<file path="src/rtl/pipeline_pkg.sv">
// Shared pipeline types: funct3 access encodings, MEM-stage FSM state, EX/MEM and MEM/WB bundles.
// Latency: n/a (types and pure functions only).
// Backpressure: n/a.
package pipeline_pkg;

   // RV32I load/store funct3 encodings
   localparam logic [2:0] F3_B  = 3'b000;
   localparam logic [2:0] F3_H  = 3'b001;
   localparam logic [2:0] F3_W  = 3'b010;
   localparam logic [2:0] F3_BU = 3'b100;
   localparam logic [2:0] F3_HU = 3'b101;

   typedef enum logic {
      ST_IDLE,
      ST_WAIT
   } mem_state_t;

   // EX/MEM fields the memory stage needs to hold across wait states
   typedef struct packed {
      logic [31:0] alu_result;
      logic [31:0] store_data;
      logic [31:0] pc_plus_4;
      logic [4:0]  rd_addr;
      logic        reg_write;
      logic        mem_to_reg;
      logic        mem_read;
      logic        mem_write;
      logic [2:0]  funct3;
   } exmem_t;

   // MEM/WB register contents, also consumed by ins_wb
   typedef struct packed {
      logic [31:0] alu_result;
      logic [31:0] read_data;
      logic [31:0] pc_plus_4;
      logic [4:0]  rd_addr;
      logic        reg_write;
      logic        mem_to_reg;
      logic        valid;
   } memwb_t;

   // Byte enables for an access of size funct3[1:0] at byte offset addr_lo
   function automatic logic [3:0] lane_be(input logic [1:0] size, input logic [1:0] addr_lo);
      logic [3:0] be;
      case (size)
         2'b00:   be = 4'b0001 << addr_lo;
         2'b01:   be = addr_lo[1] ? 4'b1100 : 4'b0011;
         2'b10:   be = 4'b1111;
         default: be = 4'b0000;
      endcase
      return be;
   endfunction

endpackage

</file>
<file path="src/rtl/mem_lane_align.sv">
// Byte/halfword lane steering for stores, load extension, and misaligned/illegal detection.
// Latency: purely combinational.
// Backpressure: none; the caller decides when the results are used.
module mem_lane_align
   import pipeline_pkg::*;
(
   input  logic [1:0]  addr_lo,
   input  logic [2:0]  funct3,
   input  logic        is_load,
   input  logic        is_store,
   input  logic [31:0] store_data,
   input  logic [31:0] load_word,
   output logic [3:0]  be,
   output logic [31:0] wdata,
   output logic [31:0] load_data,
   output logic        fault
);

   logic [7:0]  byte_lane;
   logic [15:0] half_lane;

   // Pick the addressed byte and halfword out of the returned word
   always_comb begin
      byte_lane = 8'h00;
      case (addr_lo)
         2'b00: byte_lane = load_word[7:0];
         2'b01: byte_lane = load_word[15:8];
         2'b10: byte_lane = load_word[23:16];
         2'b11: byte_lane = load_word[31:24];
         default: byte_lane = 8'h00;
      endcase
      half_lane = addr_lo[1] ? load_word[31:16] : load_word[15:0];
   end

   // Extend load data, replicate store data across lanes, and flag bad accesses
   always_comb begin
      load_data = 32'h0;
      fault     = 1'b0;
      be        = lane_be(funct3[1:0], addr_lo);
      case (funct3[1:0])
         2'b00:   wdata = {4{store_data[7:0]}};
         2'b01:   wdata = {2{store_data[15:0]}};
         default: wdata = store_data;
      endcase

      case (funct3)
         F3_B:    load_data = {{24{byte_lane[7]}}, byte_lane};
         F3_H:    load_data = {{16{half_lane[15]}}, half_lane};
         F3_W:    load_data = load_word;
         F3_BU:   load_data = {24'h0, byte_lane};
         F3_HU:   load_data = {16'h0, half_lane};
         default: load_data = 32'h0;
      endcase

      if (is_load && is_store) begin
         fault = 1'b1;
      end else if (is_load) begin
         case (funct3)
            F3_B, F3_BU: fault = 1'b0;
            F3_H, F3_HU: fault = addr_lo[0];
            F3_W:        fault = |addr_lo;
            default:     fault = 1'b1;
         endcase
      end else if (is_store) begin
         case (funct3)
            F3_B:    fault = 1'b0;
            F3_H:    fault = addr_lo[0];
            F3_W:    fault = |addr_lo;
            default: fault = 1'b1;
         endcase
      end
   end

endmodule

</file>
<file path="src/rtl/ins_mem.sv">
// Memory pipeline stage: issues data loads/stores and owns the MEM/WB register.
// Latency: 1 cycle with a zero-wait access; otherwise 1 cycle after dmem_ready.
// Backpressure: stall_out holds EX/MEM while an access waits; gives up after MAX_WAIT cycles.
module ins_mem
   import pipeline_pkg::*;
#(
   parameter int unsigned MAX_WAIT = 64
) (
   input  logic        clk,
   input  logic        rst,
   input  logic        valid_in,
   input  logic [31:0] alu_result_in,
   input  logic [31:0] store_data_in,
   input  logic [31:0] pc_plus_4_in,
   input  logic [4:0]  rd_addr_in,
   input  logic        reg_write_in,
   input  logic        mem_to_reg_in,
   input  logic        mem_read_in,
   input  logic        mem_write_in,
   input  logic [2:0]  funct3_in,
   output logic        dmem_req,
   output logic        dmem_we,
   output logic [31:0] dmem_addr,
   output logic [31:0] dmem_wdata,
   output logic [3:0]  dmem_be,
   input  logic        dmem_ready,
   input  logic [31:0] dmem_rdata,
   output logic        stall_out,
   output logic [31:0] alu_result_out,
   output logic [31:0] read_data_out,
   output logic [31:0] pc_plus_4_out,
   output logic [4:0]  rd_addr_out,
   output logic        reg_write_out,
   output logic        mem_to_reg_out,
   output logic        valid_out,
   output logic        misaligned_out,
   output logic        bus_err_out
);

   // Last wait cycle index; the counter starts at 1 for the cycle the request is first driven
   localparam logic [7:0] LAST_WAIT = 8'(MAX_WAIT - 1);

   mem_state_t  state;
   logic [7:0]  wait_cnt;
   exmem_t      hold;
   exmem_t      cur_in;
   exmem_t      req_src;
   memwb_t      memwb_q;
   memwb_t      wb_done;
   memwb_t      wb_fault;

   logic [3:0]  al_be;
   logic [31:0] al_wdata;
   logic [31:0] al_load;
   logic        al_fault;
   logic        in_memop;
   logic        issue;
   logic        timeout;

   // Bundle the EX/MEM inputs; while waiting the request comes from the hold register instead
   always_comb begin
      cur_in            = '0;
      cur_in.alu_result = alu_result_in;
      cur_in.store_data = store_data_in;
      cur_in.pc_plus_4  = pc_plus_4_in;
      cur_in.rd_addr    = rd_addr_in;
      cur_in.reg_write  = reg_write_in;
      cur_in.mem_to_reg = mem_to_reg_in;
      cur_in.mem_read   = mem_read_in;
      cur_in.mem_write  = mem_write_in;
      cur_in.funct3     = funct3_in;
      req_src           = (state == ST_WAIT) ? hold : cur_in;
   end

   mem_lane_align u_align (
      .addr_lo    (req_src.alu_result[1:0]),
      .funct3     (req_src.funct3),
      .is_load    (req_src.mem_read),
      .is_store   (req_src.mem_write),
      .store_data (req_src.store_data),
      .load_word  (dmem_rdata),
      .be         (al_be),
      .wdata      (al_wdata),
      .load_data  (al_load),
      .fault      (al_fault)
   );

   // Request/stall decode; gated by reset so the port goes quiet the instant reset asserts
   always_comb begin
      in_memop = valid_in && (mem_read_in || mem_write_in);
      issue    = rst && (((state == ST_IDLE) && in_memop && !al_fault) || (state == ST_WAIT));
      timeout  = (state == ST_WAIT) && !dmem_ready && (wait_cnt == LAST_WAIT);
      // Stall drops in the completing or abandoning cycle so EX/MEM advances at that edge
      stall_out  = issue && !dmem_ready && !timeout;
      dmem_req   = issue;
      dmem_we    = issue && req_src.mem_write;
      dmem_addr  = issue ? {req_src.alu_result[31:2], 2'b00} : 32'h0;
      dmem_wdata = issue ? al_wdata : 32'h0;
      dmem_be    = issue ? al_be : 4'h0;
   end

   // MEM/WB candidates: a completed instruction, and the same slot with its write-back killed
   always_comb begin
      wb_done            = '0;
      wb_done.alu_result = req_src.alu_result;
      wb_done.read_data  = req_src.mem_read ? al_load : 32'h0;
      wb_done.pc_plus_4  = req_src.pc_plus_4;
      wb_done.rd_addr    = req_src.rd_addr;
      wb_done.reg_write  = req_src.reg_write;
      wb_done.mem_to_reg = req_src.mem_to_reg;
      wb_done.valid      = 1'b1;
      wb_fault           = wb_done;
      wb_fault.reg_write = 1'b0;
      wb_fault.read_data = 32'h0;
   end

   // Access FSM, hold register, wait counter and the registered MEM/WB/pulse outputs
   always_ff @(posedge clk or negedge rst) begin
      if (!rst) begin
         state          <= ST_IDLE;
         wait_cnt       <= 8'd0;
         hold           <= '0;
         memwb_q        <= '0;
         misaligned_out <= 1'b0;
         bus_err_out    <= 1'b0;
      end else begin
         misaligned_out <= 1'b0;
         bus_err_out    <= 1'b0;
         case (state)
            ST_IDLE: begin
               if (!valid_in) begin
                  memwb_q <= '0;
               end else if (!in_memop) begin
                  memwb_q <= wb_done;
               end else if (al_fault) begin
                  memwb_q        <= wb_fault;
                  misaligned_out <= 1'b1;
               end else if (dmem_ready) begin
                  memwb_q <= wb_done;
               end else begin
                  memwb_q  <= '0;
                  hold     <= cur_in;
                  wait_cnt <= 8'd1;
                  state    <= ST_WAIT;
               end
            end
            ST_WAIT: begin
               if (dmem_ready) begin
                  memwb_q  <= wb_done;
                  wait_cnt <= 8'd0;
                  state    <= ST_IDLE;
               end else if (timeout) begin
                  memwb_q     <= '0;
                  bus_err_out <= 1'b1;
                  wait_cnt    <= 8'd0;
                  state       <= ST_IDLE;
               end else begin
                  memwb_q  <= '0;
                  wait_cnt <= wait_cnt + 8'd1;
               end
            end
            default: begin
               memwb_q  <= '0;
               wait_cnt <= 8'd0;
               state    <= ST_IDLE;
            end
         endcase
      end
   end

   assign alu_result_out = memwb_q.alu_result;
   assign read_data_out  = memwb_q.read_data;
   assign pc_plus_4_out  = memwb_q.pc_plus_4;
   assign rd_addr_out    = memwb_q.rd_addr;
   assign reg_write_out  = memwb_q.reg_write;
   assign mem_to_reg_out = memwb_q.mem_to_reg;
   assign valid_out      = memwb_q.valid;

endmodule

</file>
<file path="config.mk">
export PLATFORM = sky130hd
export DESIGN_NAME = ins_mem
export DESIGN_NICKNAME = d
export VERILOG_FILES = /design/src/rtl/pipeline_pkg.sv /design/src/rtl/mem_lane_align.sv /design/src/rtl/ins_mem.sv
export SDC_FILE = /design/constraint.sdc
export NUM_CORES = 1
export LEC_CHECK = 0
export ABC_AREA = 1
export CELL_PAD_IN_SITES_DETAIL_PLACEMENT = 1
export CELL_PAD_IN_SITES_GLOBAL_PLACEMENT = 2
export CORE_MARGIN = 4
export CORE_UTILIZATION = 28
export DETAILED_ROUTE_END_ITERATION = 8
export PLACE_DENSITY_LB_ADDON = 0.15
export SLEW_MARGIN = 15
export SYNTH_ARGS = -nofsm -noshare
export SYNTH_HDL_FRONTEND = slang
export SYNTH_HIERARCHICAL = 1
export SYNTH_SLANG_ARGS = --single-unit
</file>
<file path="constraint.sdc">
create_clock -name clk -period 5.48 [get_ports clk]
set_input_delay 1.37 -clock clk [delete_from_list [all_inputs] [get_ports clk]]
set_output_delay 1.37 -clock clk [all_outputs]
set_load 0.03 [all_outputs]
</file>
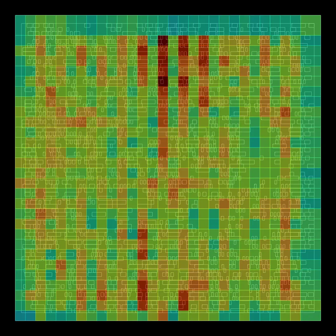
Fig. 1. Track usage over the die (run 1).
detail-routed net length per standard cell: 17.59 um
met2 Track Usage GR: 31.22%
GR Util All Layers: 18.62%
GRT busiest layer: met2
met1 global-route usage: 24.31%

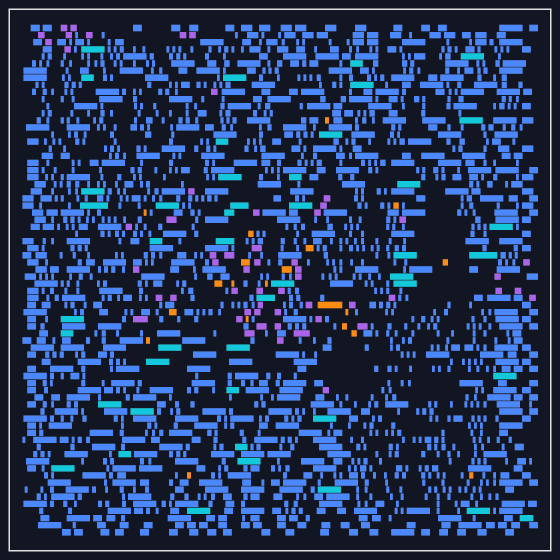
Fig. 2. Drive-strength map (run 1).
| color | size | cells |
|---|---|---|
| orange | _2 cells | 20 |
| cyan | _6 and larger | 45 |
| purple | _3 and _4 cells | 55 |
| blue | _0 and _1 cells | 1653 |

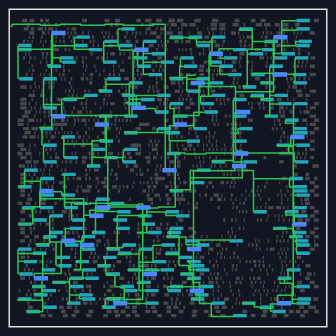
Fig. 3. Clock wires, drivers and flops (run 1).
[green] clock wires | length: 3840 um
[cyan] flip-flops | count: 223
[blue] clock drivers | count: 28
routed clock nets: 29
final setup skew: 0.009883 ns
clock latency of the later-clocked register in the worst-skew pair: 0.56 ns
power dissipated in the clock network: 1.92 mW
part of the total power dissipated in the clock network: 29.5%

==> notes.md, run 1 <==
Implementation summary

The final core area utilization is 40.47%. The OpenROAD report gives the critical path a data arrival time of 3.69 ns. The uppermost signal routing layer after detailed routing is met5. The number of stages on the worst hold path is 2. The number of sinks handled by clock tree synthesis is 223.

For reference, the final report shows the hold violation count at 0. The reported combinational group power is 2.26 mW. The most frequent logic cell in the layout is nand2_1. Using the TritonRoute via totals, the vias-per-cell ratio works out to 4.516.

In this run the horizontal extent of the chip is 206.8 um. The internal power of the cells totals 4.130 mW. After synthesis the netlist holds a flip-flop and latch count of 223.

The cell-mix breakdown from Yosys lists the compound-gate area share as 14.15%. The cell sequence reported for the critical path is clkdlybuf4s50_1, nand2_1, o21ai_0, inv_2, nand2_1, nand3_1, nand3_1, nand2_1, nand2_1, inv_1, nand2_1, nand2_1, nand2_2, buf_4, buf_4, nor2_1, buf_4. The final layout report lists a non-clock inverter count of 234. By area the synthesized netlist is led by dfrtp_1 (50%), nand2_1 (12%), inv_1 (7.7%).

In this run, the combinational gates consume 34.7% of the power. The cell-mix breakdown from Yosys lists the adder-cell area share as 0.1130%. The portion of netlist area occupied by mux cells is 0%.

The longest incremental delay of any stage on the critical path is reported as 0.42 ns. The number of multi-input logic gates is 917. The capture instance of the worst register-to-register path is wait_cnt[2]$_DFFE_PN0P_.

In the final layout, the share of cells above drive strength 1 is 6.768%. In the final layout, the fill cell count is 4673. The final antenna diode count is 1. The power after layout is 6.507 mW.

The number of placed I/O pins is 321. After legalization and detailed placement, the total HPWL measured 28430 um. Sorting the Yosys area breakdown by cell type puts at the top dfrtp_1.

The number of routed nets with antenna violations is 0. The sequential power reported by the tool is 2.33 mW. The run finished with clean final reports. The warning total across the stage logs is 29. The register with the most flip-flops in the layout has 108 of them. The cell group occupying the most layout area is sequential cells. The clock-pin slew reported for the worst setup and hold paths after clock tree synthesis is 0.06 ns. The via count of the first global-routing pass is 11.07k.

The clock tree root buffer cell is clkbuf_16. According to the floorplan report, the die height is 206.8 um. The dominant power group in this design is registers.

The total cells reported by yosys after synthesis is 1470. Setup repair after global routing left no endpoint under its margin. From the final report, the count of setup violators was given as 0.

The maximum resistive drop on vdd is 212.0 uV. Switching power as a fraction of the total was reported as 36.52%.
Fig. 4: run 1, signal wires on met3
Cells faint in the background.
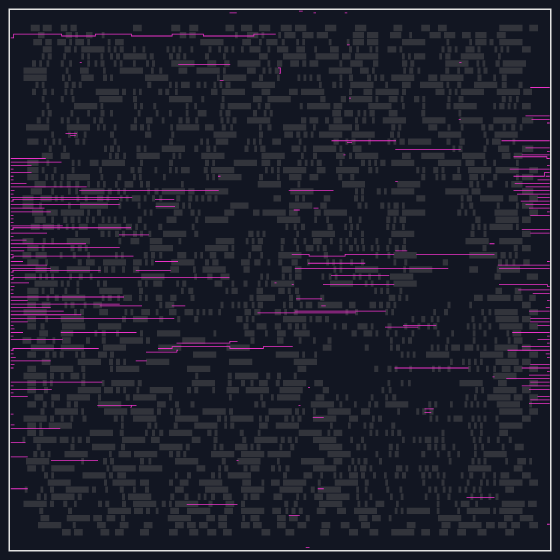

==> run 2: changes to the inputs <==
- REMOVE_ABC_BUFFERS: not set -> 1
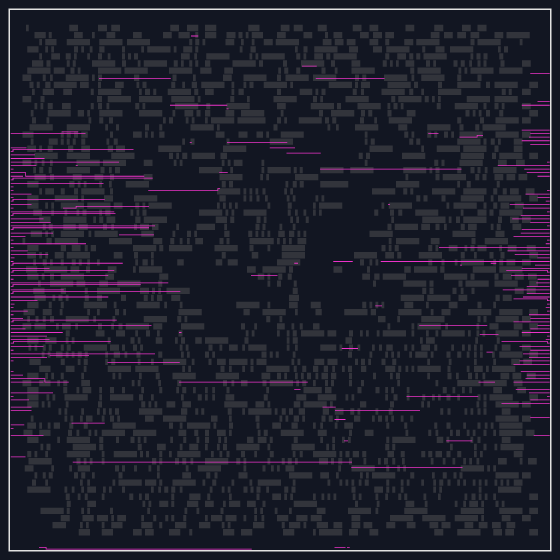
Fig. 5. Signal wires on met3 (run 2).
Cells faint in the background.
wire length on this layer: 2880 um
longest straight run: 107 um
nets with wire on the layer: 167
routed via count: 10.40k
GR Layer Usage met3: 5.234%

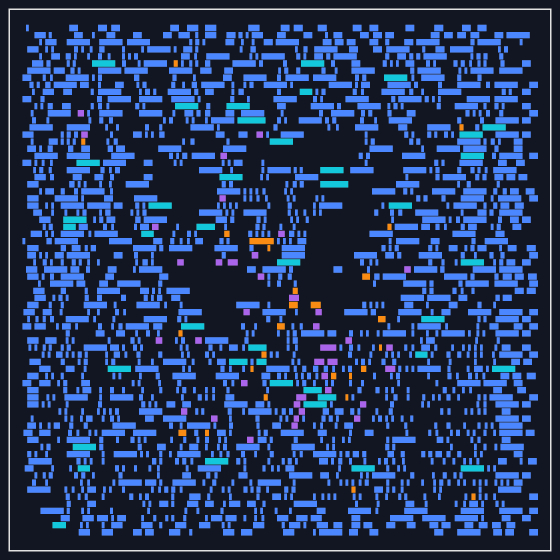
Fig. 6. Drive-strength map (run 2).
| color | size | cells |
|---|---|---|
| blue | _0 and _1 cells | 1664 |
| orange | _2 cells | 26 |
| cyan | _6 and larger | 41 |
| purple | _3 and _4 cells | 38 |
Non-Clock Buffer Count: 345
Synth-to-Final Area Change: 41.62%
post-layout instance area: 15680 um2

==> notes.md, run 2 <==
Implementation summary

The switching portion of total power is 36.91% (+0.38 points). Setup repair after global routing left no endpoint under its margin. By area, the class that comes first in the final layout consists of sequential cells. The clock skew is 0.01985 ns (+0.009966 ns). The number of multi-input logic gates is 917 (unchanged). The detail-routed net length per standard cell is 16.76 um (-4.8%). The final count of hold timing violations is 0 (unchanged). The power in sequential cells was 2.33 mW (about the same). The detailed placer's ending HPWL came to 26360 um (-7.3%).

Among logic cells in the layout, the one with the most instances is nand2_1. The via count of the first global-routing pass is 11.11k (+0.37%). The setup violation total in the final timing report was 0 (unchanged). The total routing usage reported by global routing came to 17.76% (-0.86 points). The internal power contribution is 4.026 mW (-2.5%).

The run finished with clean final reports. The logic gate share of total power is 34.9% (+0.2 points). The cell type with the largest total area is dfrtp_1. The share of final-layout standard cells stronger than drive strength 1 is 5.936% (-0.83 points).

The met2 usage in global routing is 29.29% (-1.9 points). The power after layout was 6.380 mW (-1.9%). The number of stages on the worst hold path is 2 (unchanged). The final antenna diode count was 1 (unchanged). Walking the worst path, the cells encountered are clkdlybuf4s50_1, nand2_1, o21ai_2, buf_4, nor2_8, nand2_1, nand3_1, nand2_1, nand2_1, inv_1, nand2_1, nand2_1, nand2_2, buf_12, nor2_1, dlymetal6s2s_1. The non-clock inverter total of the final layout was 234 (unchanged).

The number of sinks handled by clock tree synthesis is 223 (unchanged). The portion of netlist area occupied by mux cells is 0% (unchanged). The clock latency on the worst-skew pair is 0.56 ns (about the same). The number of inserted filler cells in the final layout is 4742 (+1.5%).

The portion of total power attributed to the clock network is 28.5% (-1.0 points). The total cells reported by yosys after synthesis is 1470 (unchanged). The register bit count reported by yosys is 223 (unchanged).
No activity file was given, so power comes from the tool's default toggle rates.
